`src/rtl/qoi_dec_if.sv`:
```
// Stream interface for the QOI chunk decoder: a chunk byte stream in and an
// RGBA pixel stream out, each with a valid/ready handshake, plus the sticky
// protocol error flag. The decoder connects through the slave modport.
interface qoi_dec_if;
  logic [7:0] in_data;
  logic       in_valid;
  logic       in_ready;
  logic [7:0] r;
  logic [7:0] g;
  logic [7:0] b;
  logic [7:0] a;
  logic       out_valid;
  logic       out_ready;
  logic       err;

  modport slave (
    input  in_data, in_valid, out_ready,
    output in_ready, r, g, b, a, out_valid, err
  );

  modport master (
    output in_data, in_valid, out_ready,
    input  in_ready, r, g, b, a, out_valid, err
  );
endinterface

```
`src/rtl/qoi_decoder.sv`:
```
// Streaming QOI chunk decoder. Takes the chunk byte stream (header stripped)
// and emits one RGBA pixel per output beat, expanding runs and tracking the
// previous pixel and the 64-entry colour index.
// The output register doubles as the "previous pixel" of the QOI algorithm.
// Optional feature macro: QOI_DEC_RGBA_EN (decode 0xFF as an RGBA chunk;
// when undefined, 0xFF is dropped and raises the sticky err flag).
module qoi_decoder #(
  parameter bit         CLEAR_INDEX = 1'b1,
  parameter logic [7:0] ALPHA_INIT  = 8'hFF
) (
  input logic      clk,
  input logic      rst,
  qoi_dec_if.slave bus
);

  typedef enum logic [1:0] {S_CLEAR = 2'd0, S_OP = 2'd1, S_ARG = 2'd2, S_RUN = 2'd3} state_e;
  typedef enum logic [1:0] {K_RGB = 2'd0, K_RGBA = 2'd1, K_LUMA = 2'd2} kind_e;

`ifdef QOI_DEC_RGBA_EN
  localparam int BUF_W = 24;
`else
  localparam int BUF_W = 16;
`endif

  // Colour index position of a pixel {r,g,b,a}: (r*3+g*5+b*7+a*11) mod 64.
  function automatic logic [5:0] qoi_hash(input logic [31:0] px);
    qoi_hash = px[29:24] * 6'd3 + px[21:16] * 6'd5 + px[13:8] * 6'd7 + px[5:0] * 6'd11;
  endfunction

  state_e             state_q, state_d;
  kind_e              kind_q, kind_d;
  logic [5:0]         clr_q, clr_d;
  logic [2:0]         arg_q, arg_d;
  logic [5:0]         run_q, run_d;
  logic [BUF_W-1:0]   buf_q, buf_d;
  logic [31:0]        pix_q, pix_d;
  logic               out_valid_q, out_valid_d;
`ifndef QOI_DEC_RGBA_EN
  logic               err_q, err_d;
`endif

  logic [31:0] index_q [64];

  logic        slot_free_s;
  logic        in_ready_s;
  logic        accept_s;
  logic        load_s;
  logic [31:0] new_pix_s;
  logic [7:0]  dg_s;
  logic        idx_we_s;
  logic [5:0]  idx_waddr_s;
  logic [31:0] idx_wdata_s;

  // Next-state, chunk decode, pixel load and index write selection.
  always_comb begin
    state_d     = state_q;
    kind_d      = kind_q;
    clr_d       = clr_q;
    arg_d       = arg_q;
    run_d       = run_q;
    buf_d       = buf_q;
    pix_d       = pix_q;
    out_valid_d = out_valid_q;
`ifndef QOI_DEC_RGBA_EN
    err_d       = err_q;
`endif
    load_s      = 1'b0;
    new_pix_s   = pix_q;
    dg_s        = 8'd0;
    idx_we_s    = 1'b0;
    idx_waddr_s = clr_q;
    idx_wdata_s = 32'd0;

    slot_free_s = !out_valid_q || bus.out_ready;
    in_ready_s  = slot_free_s && ((state_q == S_OP) || (state_q == S_ARG));
    accept_s    = in_ready_s && bus.in_valid;

    case (state_q)
      S_CLEAR: begin
        idx_we_s = 1'b1;
        clr_d    = clr_q + 6'd1;
        if (clr_q == 6'd63) state_d = S_OP;
        else                state_d = S_CLEAR;
      end
      S_OP: begin
        if (accept_s) begin
          buf_d = {buf_q[BUF_W-9:0], bus.in_data};
          if (bus.in_data == 8'hFE) begin
            kind_d  = K_RGB;
            arg_d   = 3'd3;
            state_d = S_ARG;
          end else if (bus.in_data == 8'hFF) begin
`ifdef QOI_DEC_RGBA_EN
            kind_d  = K_RGBA;
            arg_d   = 3'd4;
            state_d = S_ARG;
`else
            err_d   = 1'b1;
`endif
          end else begin
            case (bus.in_data[7:6])
              2'b00: begin
                load_s    = 1'b1;
                new_pix_s = index_q[bus.in_data[5:0]];
              end
              2'b01: begin
                load_s    = 1'b1;
                new_pix_s = {pix_q[31:24] + {6'd0, bus.in_data[5:4]} - 8'd2,
                             pix_q[23:16] + {6'd0, bus.in_data[3:2]} - 8'd2,
                             pix_q[15:8]  + {6'd0, bus.in_data[1:0]} - 8'd2,
                             pix_q[7:0]};
              end
              2'b10: begin
                kind_d  = K_LUMA;
                arg_d   = 3'd1;
                state_d = S_ARG;
              end
              default: begin
                // First run pixel leaves with the opcode; the rest come from S_RUN.
                load_s    = 1'b1;
                new_pix_s = pix_q;
                run_d     = bus.in_data[5:0];
                if (bus.in_data[5:0] != 6'd0) state_d = S_RUN;
                else                          state_d = S_OP;
              end
            endcase
          end
        end else begin
          state_d = S_OP;
        end
      end
      S_ARG: begin
        if (accept_s) begin
          buf_d = {buf_q[BUF_W-9:0], bus.in_data};
          arg_d = arg_q - 3'd1;
          if (arg_q == 3'd1) begin
            load_s  = 1'b1;
            state_d = S_OP;
            case (kind_q)
              K_LUMA: begin
                dg_s      = {2'b00, buf_q[5:0]} - 8'd32;
                new_pix_s = {pix_q[31:24] + dg_s + {4'd0, bus.in_data[7:4]} - 8'd8,
                             pix_q[23:16] + dg_s,
                             pix_q[15:8]  + dg_s + {4'd0, bus.in_data[3:0]} - 8'd8,
                             pix_q[7:0]};
              end
`ifdef QOI_DEC_RGBA_EN
              K_RGBA:  new_pix_s = {buf_q[23:0], bus.in_data};
`endif
              default: new_pix_s = {buf_q[15:0], bus.in_data, pix_q[7:0]};
            endcase
          end else begin
            state_d = S_ARG;
          end
        end else begin
          state_d = S_ARG;
        end
      end
      S_RUN: begin
        if (slot_free_s) begin
          load_s    = 1'b1;
          new_pix_s = pix_q;
          run_d     = run_q - 6'd1;
          if (run_q == 6'd1) state_d = S_OP;
          else               state_d = S_RUN;
        end else begin
          state_d = S_RUN;
        end
      end
      default: state_d = S_OP;
    endcase

    if (load_s) begin
      pix_d       = new_pix_s;
      out_valid_d = 1'b1;
      idx_we_s    = 1'b1;
      idx_waddr_s = qoi_hash(new_pix_s);
      idx_wdata_s = new_pix_s;
    end else if (bus.out_ready) begin
      out_valid_d = 1'b0;
    end else begin
      out_valid_d = out_valid_q;
    end
  end

  // Control and output registers with synchronous active-low reset.
  always_ff @(posedge clk) begin
    if (!rst) begin
      state_q     <= CLEAR_INDEX ? S_CLEAR : S_OP;
      kind_q      <= K_RGB;
      clr_q       <= 6'd0;
      arg_q       <= 3'd0;
      run_q       <= 6'd0;
      buf_q       <= '0;
      pix_q       <= {24'd0, ALPHA_INIT};
      out_valid_q <= 1'b0;
`ifndef QOI_DEC_RGBA_EN
      err_q       <= 1'b0;
`endif
    end else begin
      state_q     <= state_d;
      kind_q      <= kind_d;
      clr_q       <= clr_d;
      arg_q       <= arg_d;
      run_q       <= run_d;
      buf_q       <= buf_d;
      pix_q       <= pix_d;
      out_valid_q <= out_valid_d;
`ifndef QOI_DEC_RGBA_EN
      err_q       <= err_d;
`endif
    end
  end

  // Colour index storage: clear sweep or emitted-pixel write, never during reset.
  always_ff @(posedge clk) begin
    if (rst && idx_we_s) begin
      index_q[idx_waddr_s] <= idx_wdata_s;
    end
  end

  assign bus.in_ready  = in_ready_s;
  assign bus.out_valid = out_valid_q;
  assign bus.r         = pix_q[31:24];
  assign bus.g         = pix_q[23:16];
  assign bus.b         = pix_q[15:8];
  assign bus.a         = pix_q[7:0];
`ifdef QOI_DEC_RGBA_EN
  assign bus.err       = 1'b0;
`else
  assign bus.err       = err_q;
`endif

endmodule

```
`src/flat_wrapper.sv`:
```
// flat-port wrapper written by rule: the top's interface ports become plain ports
module qoi_decoder_flat 
#(
  parameter bit         CLEAR_INDEX = 1'b1,
  parameter logic [7:0] ALPHA_INIT  = 8'hFF
)
  (clk, rst, bus_in_data, bus_in_valid, bus_out_ready, bus_in_ready, bus_r, bus_g, bus_b, bus_a, bus_out_valid, bus_err);
  qoi_dec_if bus_i ();
  input logic clk;
  input logic rst;
  input wire logic [$bits(bus_i.in_data)-1:0] bus_in_data;
  input wire logic [$bits(bus_i.in_valid)-1:0] bus_in_valid;
  input wire logic [$bits(bus_i.out_ready)-1:0] bus_out_ready;
  output wire logic [$bits(bus_i.in_ready)-1:0] bus_in_ready;
  output wire logic [$bits(bus_i.r)-1:0] bus_r;
  output wire logic [$bits(bus_i.g)-1:0] bus_g;
  output wire logic [$bits(bus_i.b)-1:0] bus_b;
  output wire logic [$bits(bus_i.a)-1:0] bus_a;
  output wire logic [$bits(bus_i.out_valid)-1:0] bus_out_valid;
  output wire logic [$bits(bus_i.err)-1:0] bus_err;
  assign bus_i.in_data = bus_in_data;
  assign bus_i.in_valid = bus_in_valid;
  assign bus_i.out_ready = bus_out_ready;
  assign bus_in_ready = bus_i.in_ready;
  assign bus_r = bus_i.r;
  assign bus_g = bus_i.g;
  assign bus_b = bus_i.b;
  assign bus_a = bus_i.a;
  assign bus_out_valid = bus_i.out_valid;
  assign bus_err = bus_i.err;
  qoi_decoder #(.CLEAR_INDEX(CLEAR_INDEX), .ALPHA_INIT(ALPHA_INIT)) u_core (.clk(clk), .rst(rst), .bus(bus_i));
endmodule
```
`config.mk`:
```
export PLATFORM = sky130hd
export DESIGN_NAME = qoi_decoder_flat
export DESIGN_NICKNAME = d
export VERILOG_FILES = /design/src/rtl/qoi_dec_if.sv /design/src/rtl/qoi_decoder.sv /design/src/flat_wrapper.sv
export SDC_FILE = /design/constraint.sdc
export NUM_CORES = 2
export LEC_CHECK = 0
export CORE_ASPECT_RATIO = 1.4
export CORE_UTILIZATION = 49
export CTS_BUF_LIST = sky130_fd_sc_hd__clkbuf_4 sky130_fd_sc_hd__clkbuf_8 sky130_fd_sc_hd__clkbuf_16
export DETAILED_ROUTE_END_ITERATION = 10
export GPL_ROUTABILITY_DRIVEN = 0
export PLACE_DENSITY = 0.61
export SYNTH_ARGS = -nofsm -noshare
export SYNTH_HDL_FRONTEND = slang
export SYNTH_SLANG_ARGS = --single-unit
```
`constraint.sdc`:
```
create_clock -name clk -period 14.25 [get_ports clk]
set_clock_uncertainty 0.1 [all_clocks]
set_input_delay 1.425 -clock clk [delete_from_list [all_inputs] [get_ports clk]]
set_output_delay 1.425 -clock clk [all_outputs]
set_load 0.01 [all_outputs]
```
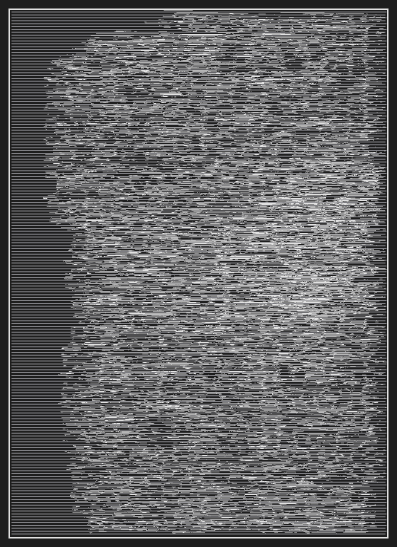
**Above:** met1 routing.
Supply wires on this layer in grey.
longest straight run: 125 µm
nets with wire on the layer: 4319
wire length on this layer: 92.5 mm
main direction: horizontal
share of all routed wire: 38%
Vias: 43071
met1 usage: 0.368

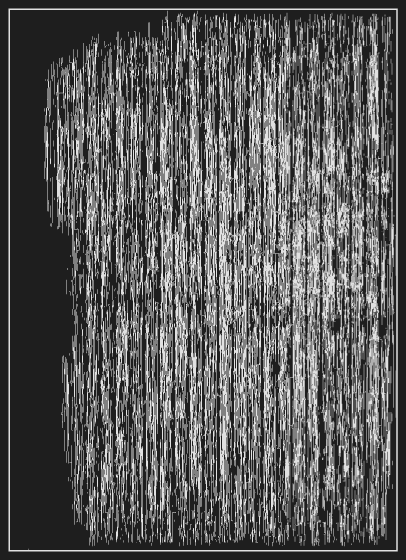
**Above:** metal 2.
share of all routed wire: 50%
nets with wire on the layer: 3969
wire length on this layer: 122 mm
longest straight run: 234 µm
GRT met2 Usage: 0.462
DRT Wirelength: 245000 µm

==> final timing paths <==
check,from,to,slack (ns),cells past startpoint
min,u_core.buf_q[9]$_SDFFE_PN0P_,u_core.buf_q[9]$_SDFFE_PN0P_,0.35,2
max,bus_in_data[0],u_core.index_q[46][4]$_DFFE_PP_,2.65,31
max reg2reg,u_core.state_q[0]$_SDFFE_PN0P_,u_core.index_q[46][4]$_DFFE_PP_,4.07,28
min reg2reg,u_core.buf_q[9]$_SDFFE_PN0P_,u_core.buf_q[9]$_SDFFE_PN0P_,0.35,2
==> registers in the layout, indices dropped and copies added, names as in the netlist <==
name	flops
u_core.bus.out_valid	1
u_core.bus.err	1
u_core.pix_q	32
u_core.kind_q	1
u_core.state_q	2
u_core.clr_q	6
u_core.buf_q	16
u_core.run_q	6
u_core.index_q	2048
u_core.arg_q	3
==> changes_impl.md <==
### Implementation results

- Final core occ: 0.554
- Lkg Pwr: 0.0296 µW
- Clk buf depth: 3
- Non-clock buffer count: 226
- Comb/total area: 0.228
- Overall routing resource usage: 0.281
- DRT Pass-1 Iters: 8
- Die X-Extent: 356 µm
- Tapcell Cnt: 2287
- Outcome: complete, but fails checks
- Register clock-pin slew on the reported worst setup and hold paths: 0.06 ns
- Adder share: 0.0215
- Signal inverters: 113
- Multi-input gates: 1665
- FF+latch area: 62900 µm²
- Flop count: 2116
- PD cells: 126 nW/µm²
- Multi-input gate area: 22000 µm²
- Crit Path Category: input port to flop
- Delay-heaviest family, CP: adder cells
- P_clk: 5040 µW
- Total gr overflow: 0
- WL met3: 17400 µm
- Post-route cell area: 96200 µm²
- Synth Area in Compound Gates: 0.0250
- Switching fraction of total power: 0.209
- Layout clock buffers: 233
- Main flop type: edfxtp_1
- Drt drc: 54
- Max incr delay on CP: 0.96 ns
- Num CTS Buffers: 189
- Io pins: 47
- Mapped Avg Cell Area: 20.9 µm²
- Log Warnings: 31
- Crit-path slowest cell: nor2_4
- Post-synth top area cell: edfxtp_1
- RSZ-0062 raised after global routing: false
- Hold crit path type: flop to flop
- P_comb: 371 µW
- Seq share, synth: 0.733
- Busiest grt layer: met2
- Final setup viols: 0
- Comb power frac: 0.031
- Top cells by count, synth: edfxtp_1, mux4_2, nor2_1
- Leading cell kind: registers
- Post-CTS setup buffer count: 0
- Internal: 9610 µW
- Num rows: 181
- Top-area cell share: 0.717
- Slew Viols, Final: 0
- I/O Buffers: 46
- Setup WS pre-CTS: 1.80 ns
- Xor/xnor share of the synthesized area: 0.00638
- Max transition margin: 0.0994
- Detailed-route wire length per cell: 36.2 µm
- Most used cell, CP: fa_1
- Fin crit share: 0.814
- Core Util at FP: 0.494
- Core ar.: 174000 µm²
- Buf+Inv Stages, Crit Path: 6
- Final HPWL DP: 150000 µm
- Syn_nets: 4246
- Tally of yosys warning messages: 0
- Total power: 12100 µW
- Met1 WL: 92500 µm
- Fin. Hold Viols: 0
- DR WL met2: 122000 µm
- Antenna violations before repair: 9
- Crit path required time: 14.69 ns
- Cell area leaders: edfxtp_1, mux4_2, dfxtp_1
- Clk tree area frac: 0.0634
- TritonCTS clock tree: yes
- Avg Vias per Cell: 6.37
- Post-Layout Cell Count: 6764
- Vias in the first global route: 43604
- Number of nets in the layout: 4448
- Top non-seq family: multiplexers
- Crit end category: flop
- Seq pwr: 6740 µW
- Worst-Skew Late Latency: 0.87 ns
- Most frequent cell after synthesis: edfxtp_1
- Psw: 2540 µW
- CP max FO: 70
- Sequential cell area share: 0.653
- Met3 usage: 0.0445
- Failing checks: design-rule violations
- Area Growth Syn to Fin: 12.2%
- Sum Neg Setup Slack: 0 ns
- Yosys cell count: 4109
- Hold slack: 0.355 ns
- Post-Syn Area: 85800 µm²
- Simple-Gate Area Share: 0.0237
- Clock sink count: 2116
- Crit path launch type: input port
- Slew @ Worst Pin: 1.35 ns
- Largest net degree at the start of global routing: 89
- Tmin final: 11.60 ns
Power figures rest on the tool's default switching activity, not on a simulated workload.
